==> src/rtl/branch_pkg.sv <==
`default_nettype none
// =============================================================================
// branch_pkg : 2-bit predictor state type and encoding constants | rev 1.0
// =============================================================================
package branch_pkg;

  typedef logic [1:0] bp_state_t;

  localparam bp_state_t ST_STRONG_TAKEN     = 2'd0;
  localparam bp_state_t ST_WEAK_TAKEN       = 2'd1;
  localparam bp_state_t ST_WEAK_NOT_TAKEN   = 2'd2;
  localparam bp_state_t ST_STRONG_NOT_TAKEN = 2'd3;

  // The taken half of the encoding is states 0 and 1.
  function automatic logic bp_is_taken(input bp_state_t s);
    return (s == ST_STRONG_TAKEN) || (s == ST_WEAK_TAKEN);
  endfunction

endpackage
`default_nettype wire

==> src/rtl/bp_state_next.sv <==
`default_nettype none
// =============================================================================
// bp_state_next : saturating 2-bit counter training step | rev 1.0
// =============================================================================
module bp_state_next
  import branch_pkg::*;
(
  input  bp_state_t i_state,
  input  logic      i_taken,
  output bp_state_t o_state_next
);

  // Taken moves toward strongly-taken (0), not-taken toward strongly-not-taken (3).
  always_comb begin
    o_state_next = i_state;
    if (i_taken) begin
      if (i_state != ST_STRONG_TAKEN) begin
        o_state_next = i_state - 2'd1;
      end
    end else begin
      if (i_state != ST_STRONG_NOT_TAKEN) begin
        o_state_next = i_state + 2'd1;
      end
    end
  end

endmodule
`default_nettype wire

==> src/rtl/branch_pattern_table.sv <==
`default_nettype none
// =============================================================================
// branch_pattern_table : gshare-indexed 2-bit pattern table with history and
//                        saturating mispredict counter | rev 1.0
// =============================================================================
module branch_pattern_table
  import branch_pkg::*;
#(
  parameter int IDX_W  = 4,
  parameter int HIST_W = 4,
  parameter int CNT_W  = 16
) (
  input  logic              i_clock,
  input  logic              i_init,
  input  logic              i_pred_valid,
  input  logic [7:0]        i_pred_pc,
  output logic              o_pred_valid,
  output logic              o_pred_taken,
  output logic [1:0]        o_pred_state,
  output logic [IDX_W-1:0]  o_pred_index,
  input  logic              i_upd_valid,
  input  logic [IDX_W-1:0]  i_upd_index,
  input  logic              i_upd_taken,
  input  logic              i_upd_mispredict,
  output logic [HIST_W-1:0] o_ghr,
  output logic [CNT_W-1:0]  o_mispredict_count
);

  localparam int NUM_ENT = 2 ** IDX_W;

  bp_state_t          table_q [NUM_ENT];
  bp_state_t          table_d [NUM_ENT];
  logic [HIST_W-1:0]  ghr_q, ghr_d;
  logic [CNT_W-1:0]   cnt_q, cnt_d;
  logic               pred_valid_q;
  logic               pred_taken_q, pred_taken_d;
  bp_state_t          pred_state_q, pred_state_d;
  logic [IDX_W-1:0]   pred_index_q, pred_index_d;

  bp_state_t          w_upd_cur;
  bp_state_t          w_upd_next;
  logic [IDX_W-1:0]   w_ghr_ext;
  logic [IDX_W-1:0]   w_lookup_idx;
  logic               w_pc_unused;

  assign w_upd_cur = table_q[i_upd_index];

  bp_state_next u_state_next (
    .i_state      (w_upd_cur),
    .i_taken      (i_upd_taken),
    .o_state_next (w_upd_next)
  );

  always_comb begin
    w_ghr_ext             = '0;
    w_ghr_ext[HIST_W-1:0] = ghr_q;
  end

  // Index uses the history as it stands before any same-cycle update shifts it.
  assign w_lookup_idx = i_pred_pc[IDX_W+1:2] ^ w_ghr_ext;
  assign w_pc_unused  = ^i_pred_pc;

  always_comb begin
    table_d      = table_q;
    ghr_d        = ghr_q;
    cnt_d        = cnt_q;
    pred_state_d = pred_state_q;
    pred_taken_d = pred_taken_q;
    pred_index_d = pred_index_q;

    if (i_upd_valid) begin
      table_d[i_upd_index] = w_upd_next;
      ghr_d                = (ghr_q << 1) | HIST_W'(i_upd_taken);
      if (i_upd_mispredict && (cnt_q != '1)) begin
        cnt_d = cnt_q + 1'b1;
      end
    end

    // A same-index update in this cycle is forwarded so the lookup sees it.
    if (i_pred_valid) begin
      pred_index_d = w_lookup_idx;
      if (i_upd_valid && (i_upd_index == w_lookup_idx)) begin
        pred_state_d = w_upd_next;
      end else begin
        pred_state_d = table_q[w_lookup_idx];
      end
      pred_taken_d = bp_is_taken(pred_state_d);
    end
  end

  always_ff @(posedge i_clock or posedge i_init) begin
    if (i_init) begin
      for (int i = 0; i < NUM_ENT; i++) begin
        table_q[i] <= ST_STRONG_TAKEN;
      end
      ghr_q        <= '0;
      cnt_q        <= '0;
      pred_valid_q <= 1'b0;
      pred_taken_q <= 1'b0;
      pred_state_q <= ST_STRONG_TAKEN;
      pred_index_q <= '0;
    end else begin
      table_q      <= table_d;
      ghr_q        <= ghr_d;
      cnt_q        <= cnt_d;
      pred_valid_q <= i_pred_valid;
      pred_taken_q <= pred_taken_d;
      pred_state_q <= pred_state_d;
      pred_index_q <= pred_index_d;
    end
  end

  assign o_pred_valid       = pred_valid_q;
  assign o_pred_taken       = pred_taken_q;
  assign o_pred_state       = pred_state_q;
  assign o_pred_index       = pred_index_q;
  assign o_ghr              = ghr_q;
  assign o_mispredict_count = cnt_q;

endmodule
`default_nettype wire

==> config.mk <==
export PLATFORM = sky130hd
export DESIGN_NAME = branch_pattern_table
export DESIGN_NICKNAME = d
export VERILOG_FILES = /design/src/rtl/branch_pkg.sv /design/src/rtl/bp_state_next.sv /design/src/rtl/branch_pattern_table.sv
export SDC_FILE = /design/constraint.sdc
export NUM_CORES = 1
export LEC_CHECK = 0
export ABC_CLOCK_PERIOD_IN_PS = 4100
export CAP_MARGIN = 20
export CORE_ASPECT_RATIO = 1.75
export CORE_MARGIN = 1
export CORE_UTILIZATION = 58
export CTS_CLUSTER_DIAMETER = 50
export CTS_CLUSTER_SIZE = 20
export DETAILED_ROUTE_END_ITERATION = 10
export GPL_ROUTABILITY_DRIVEN = 0
export MAX_ROUTING_LAYER = met4
export PLACE_DENSITY_LB_ADDON = 0.1
export SETUP_SLACK_MARGIN = 0.2
export SYNTH_ARGS = -nofsm -noshare
export SYNTH_HDL_FRONTEND = slang
export SYNTH_HIERARCHICAL = 1
export SYNTH_SLANG_ARGS = --single-unit
==> constraint.sdc <==
create_clock -name i_clock -period 4.1 [get_ports i_clock]
set_input_delay 0.41 -clock i_clock [delete_from_list [all_inputs] [get_ports i_clock]]
set_output_delay 0.41 -clock i_clock [all_outputs]
set_load 0.1 [all_outputs]
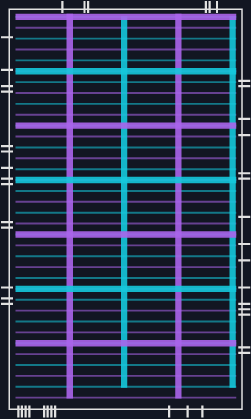
Fig. 1. Supply network (run 1).
Scale: 4 px per um. Pins as bars on the die edge.
colour	net
cyan	VDD
purple	VSS
signal pins	46
rows	35
met1 rails	36
met4 straps	4
VDD IR max: 0.000606 V
die height: 99.6 um
Core Area: 0.00526 mm2
die width: 57.8 um

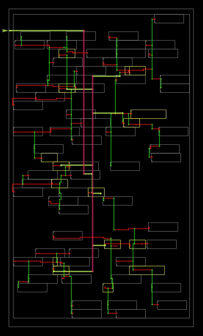
Fig. 2. The clock network (run 1).
clk_lat worst skew: 0.33 ns
flip-flops: 60
Num CTS Buffers: 9
final worst clock skew: 0.00618 ns
total of clock buffers placed in the layout: 13

==> metrics.yaml, run 1 <==
final_timing:
  fin_crit_ns: 3.11
  setup_slack_ns: 0.990
  slew_headroom_pct: 35.2
  hold_slack_ns: 0.495
  rsz0062_at_grt: "false"
  final-setup-viol-count: 0
  fin_tns_setup_ns: 0
  fmax_mhz: 321
  finalClockPeriodUsage_pct: 75.9
  drv_slew: 0
  hold_viol: 0
clocking:
  clkSinkCount: 60
  cts_setup_buffers: 0
  h-tree-depth: 3
  post_cts_resize_count: 0
  cts_buffer_depth: 2
  hold_buffers: 0
  root_buffer: "clkbuf_8"
  cts_tree: "yes"
worst_setup_path:
  reg2regPathDepth: 5
  crit_fanout: 17
  cp-start-kind: "input pin"
  worst-setup-path-type: "input pin to register"
  crit_required_ns: 4.35
  worstReg2RegStart: "o_ghr[0]"
  critPathLaunch: "i_upd_index[0]"
  end_kind: "register"
synth:
  avgSynthCellArea_um2: 13.0
  async_flop_share_pct: 100
  yosys_area_mm2: 0.00316
  yosys_cells: 243
  ys_warn_count: 6
  synth-edff-count: 0
  ys_ff: 60
  synthesis.nets: 262
  synth_cells: 243
  yosys.stat.seqShare_pct: 47.5
  synthFlopType: "dfrtp_1"
power_and_ir_drop:
  pwr-share-seq_pct: 35.2
  power-top-group: "combinational logic"
  p_per_area_mw_per_mm2: 673
  clockPowerShare_pct: 23.1
  p_leak_uw: 0.00167
  p_clk_uw: 599
  p_comb_share_pct: 41.6
  power.switching_uw: 1050
  p_sw_share_pct: 40.7
  p_comb_uw: 1080
  p_seq_uw: 913
placed_design:
  place_area_mm2: 0.00362
  dp.cells: 332
  io_buffers: 41
  dp_slack_ns: 0.671
  dpl.hpwl_mm: 4.78
job:
  warning_count: 30
  maxCapViolCount: 0
drt:
  drc_errors: 0
  drt_wl_total_mm: 6.66
  route.met3.wl_um: 285
  drtIter0Drc: 74
  vias: 2165
  dr.pass1.iters: 7
  wl_per_cell_um: 19.1
  routed_via_density: 6.22
  top_layer: "met4"
layout:
  antenna_cells: 0
  area_growth_pct: 21.8
  largest_register_ffs: 32
  final_core_util_pct: 73.2
  drive_above_1_share_pct: 24.6
global_routing:
  antenna_found_initial: 0
  grt_pass1_wl_mm: 11.0
  grtUsageMet1_pct: 28.2
  busiest_layer: "met2"
  grtUsageTotal_pct: 26.8
floorplanning:
  die_area_mm2: 0.00576
  rows: 35
hold_path:
  whs_path_depth: 1
  whs_endpoint: "o_mispredict_count[7]"
  hold_class: "register to register"
  hp-start: "o_mispredict_count[7]"
status:
  status: "completed"
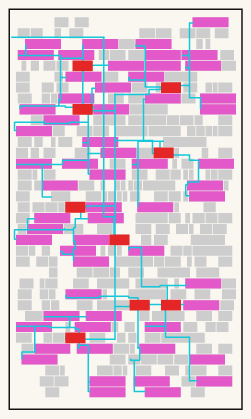
Fig. 3. Clock distribution (run 1).
Scale: 4 px per um.
[red] clock-net drivers | count: 9
[cyan] clock wires | length: 717 um
[magenta] flip-flops | count: 60
routed clock nets	10
flops lie	spread over the die

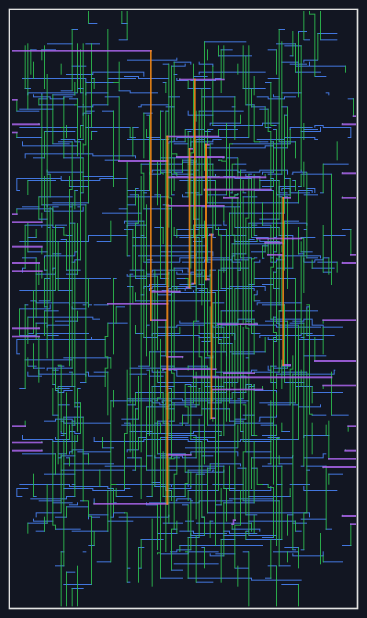
Fig. 4. Routed metal, one colour a layer (run 1).
Scale: 6 px per um.
colour	layer	wire length
orange	M4	244 um
purple	M3	286 um
green	M2	3670 um
blue	M1	2460 um

==> run 1: cell type report <==
class | count | area, um2 | area share, %
multi-input combinational | 170 | 1610 | 41.7
tap | 55 | 68.8 | 1.79
inverter | 3 | 11.3 | 0.293
clock buffer | 13 | 159 | 4.13
timing repair buffer | 44 | 433 | 11.2
sequential | 60 | 1500 | 39.0
clock inverter | 3 | 68.8 | 1.79
==> run 1: Yosys cell counts (5+ instances only) <==
cell type	n	area (um2)
xnor2_1	16	140
mux2_2	38	428
nand4_1	6	37.5
a21oi_1	5	25.0
xor2_1	6	52.6
nand2_1	14	52.6
mux2i_1	9	90.1
nand3_1	7	35.0
nand2b_1	6	37.5
clkbuf_1	8	30.0
dfrtp_1	60	1500
nor2_1	16	60.1
mux4_2	11	248
==> run 1: worst max-delay path: stages <==
cell	delay, ns
clkdlybuf4s50_1	0.93
mux4_2	0.64
mux4_2	0.51
inv_1	0.08
maj3_2	0.38
nand2b_1	0.15
o22ai_1	0.08
a31oi_1	0.17
==> run 1: kinds of logic after synthesis <==
group / after synthesis / share of synthesized area [%]
AND-OR/OR-AND: 16 / 3.41
adder cells (fa/ha/maj): 3 / 1.11
multiplexers: 62 / 27.6
AND/OR/NAND/NOR: 64 / 10.5
flip-flops: 60 / 47.5
XOR/XNOR: 25 / 8.24
buffers and inverters: 13 / 1.62
==> run 1: how the worst max path moves through the flow <==
stage | end | slack (ns) | cells past startpoint
finish | o_pred_state[0] | 0.99 | 8
global route | o_pred_taken | 0.88 | 6
CTS | o_pred_taken | 0.97 | 6
detailed placement | o_pred_taken | 0.67 | 6
global placement | o_pred_taken | 0.68 | 6
floorplan | o_pred_taken | 1.37 | 5
Fig. 5: run 1, gate-type map
Scale: 4 px per um.
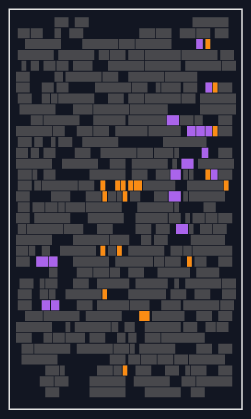

==> inputs of run 2 (changes only) <==
--- a/config.mk
+++ b/config.mk
@@ -5,11 +5,11 @@
 export SDC_FILE = /design/constraint.sdc
 export NUM_CORES = 1
 export LEC_CHECK = 0
-export ABC_CLOCK_PERIOD_IN_PS = 4100
+export ABC_CLOCK_PERIOD_IN_PS = 3200
 export CAP_MARGIN = 20
 export CORE_ASPECT_RATIO = 1.75
 export CORE_MARGIN = 1
-export CORE_UTILIZATION = 58
+export CORE_UTILIZATION = 54
 export CTS_CLUSTER_DIAMETER = 50
 export CTS_CLUSTER_SIZE = 20
 export DETAILED_ROUTE_END_ITERATION = 10
==> constraint.sdc (replaced) <==
create_clock -name i_clock -period 3.2 [get_ports i_clock]
set_input_delay 0.32 -clock i_clock [delete_from_list [all_inputs] [get_ports i_clock]]
set_output_delay 0.32 -clock i_clock [all_outputs]
set_load 0.1 [all_outputs]
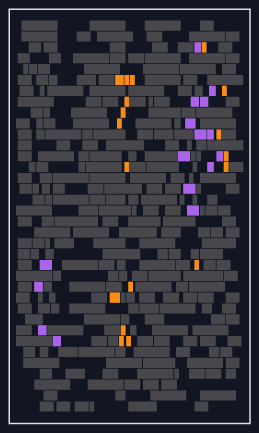
Fig. 6. Gate-type map (run 2).
Scale: 4 px per um.
colour	family	cells
purple	aoi and oai cells	16
orange	nor cells	18

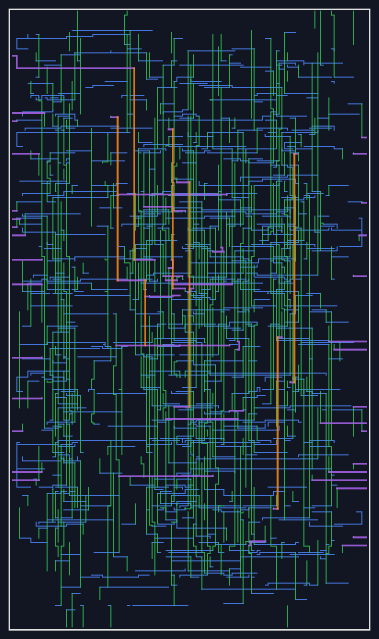
Fig. 7. Routed metal, one colour a layer (run 2).
Scale: 6 px per um.
colour	layer	wire length
orange	M4	201 um
blue	M1	2560 um
green	M2	3600 um
purple	M3	250 um
wire per inst: 17.6 um
via count: 2126
GRT Util Overall: 24.5%

==> run 2 against run 1 <==
  * Combinational power rose by 29%
  * Sequential power increased by 28%
  * Non-clock buffer count up 6
  * Highest routed layer unchanged
  * Cell count increased by 7.8%
  * Worst setup slack got worse by 0.45 ns
  * Critical path type unchanged
  * First-iteration DRC count fell by 15%
  * Utilization fell by 3.3 points
  * Die area is 7.2% higher
  * Largest power group unchanged
==> metrics.yaml, run 2 <==
status:
  status: "completed"
worst_setup_path:
  critPathLaunch: "i_upd_index[0]"
  end_kind: "register"
  crit_required_ns: 3.47
  crit_top_cell: "mux4_2"
  worstReg2RegStart: "o_ghr[0]"
  slowest_delay_ns: 0.55
  crit_fanout: 17
job:
  warning_count: 30
placed_design:
  dp_slack_ns: 0.222
  place_area_mm2: 0.00370
  dpl.hpwl_mm: 4.90
  dp.cells: 359
power_and_ir_drop:
  power.switching_uw: 1340
  pwr-share-seq_pct: 36.1
  p_leak_uw: 0.00170
  irDropWorstVdd_v: 0.000571
  p_comb_share_pct: 42.8
  p_sw_share_pct: 41.5
  clockPowerShare_pct: 21.1
synth:
  common_cells: "dfrtp_1 (60), mux2_2 (38), nor2_1 (16), xnor2_1 (16), nand2_1 (14)"
  ys_warn_count: 6
  yosys.stat.seqShare_pct: 47.5
  synth_top_area_share_pct: 47.5
  synth-edff-count: 0
  yosys_cells: 243
  area_leaders: "dfrtp_1 (48%), mux2_2 (14%), mux4_2 (7.8%), xnor2_1 (4.4%), mux4_1 (3.3%)"
floorplanning:
  die_x_um: 59.8
  die_area_mm2: 0.00617
  rows: 36
final_timing:
  setup_slack_ns: 0.540
  slew_headroom_pct: 35.1
  fin_tns_setup_ns: 0
  skew_ns: 0.00647
clocking:
  clkSinkCount: 60
  cts_tree: "yes"
  cts_setup_buffers: 0
  h-tree-depth: 3
  hold_buffers: 0
  root_buffer: "clkbuf_8"
layout:
  largest_register_ffs: 32
  final_core_util_pct: 69.9
  antenna_cells: 0
drt:
  drc_errors: 0
  routed_via_density: 5.67
  dr.pass1.iters: 6
global_routing:
  antenna_found_initial: 0
## run 2: cell counts after synthesis
No cell type changed its count.
## run 2: power groups by stage
stage	logic (uW)	clock network, uW	registers (uW)
finish	1390	683	1170
global route	1450	737	1200
CTS	1390	704	1170
detailed placement	1390	0	1180
global placement	1370	0	1170
floorplan	559	0	1650
## run 2: final timing paths
kind,slack (ns),depth (start not counted),to
max in group asynchronous,2.21,3,table_q[16]
min,0.41,2,o_mispredict_count[3]
min reg2reg,0.49,1,o_mispredict_count[7]
max reg2reg,0.74,5,o_pred_taken
max,0.54,7,o_pred_taken
min in group i_clock,0.49,1,o_mispredict_count[7]
## run 2: per-layer routing
metal  vias up  GRT usage, %  routed length [um]
li1       1004             -                   -
met1      1037          26.2                2560
met2        69          40.8                3600
met3        16          5.60                 250
met4         0          13.8                 200
met5         -             -                   0
## run 2: cells by family (layout without fill, tap and decap cells)
group	after synthesis	count (layout)	synth area share [%]
flip-flops	60	60	47.5
AND/OR/NAND/NOR	64	64	10.5
adder cells (fa/ha/maj)	3	3	1.11
AND-OR/OR-AND	16	16	3.41
buffers and inverters	13	69	1.62
multiplexers	62	62	27.6
XOR/XNOR	25	25	8.24
## run 2: layout make-up
cell class | count | area [um2] | share of cell area (%)
flip-flops and latches | 60 | 1500 | 38.4
clock buffers | 12 | 155 | 3.97
well taps | 76 | 95.1 | 2.44
inverters | 3 | 11.3 | 0.288
multi-input cells | 170 | 1610 | 41.1
clock inverters | 4 | 47.5 | 1.22
repair buffers | 50 | 488 | 12.5
## run 2: worst max-delay path, delay by kind of cell
kind	cells	cell delay [ns]
muxes	4	1.46
buffers and inverters	2	0.69
adders and majority gates	1	0.46
Power is estimated from default activity; no workload was simulated.
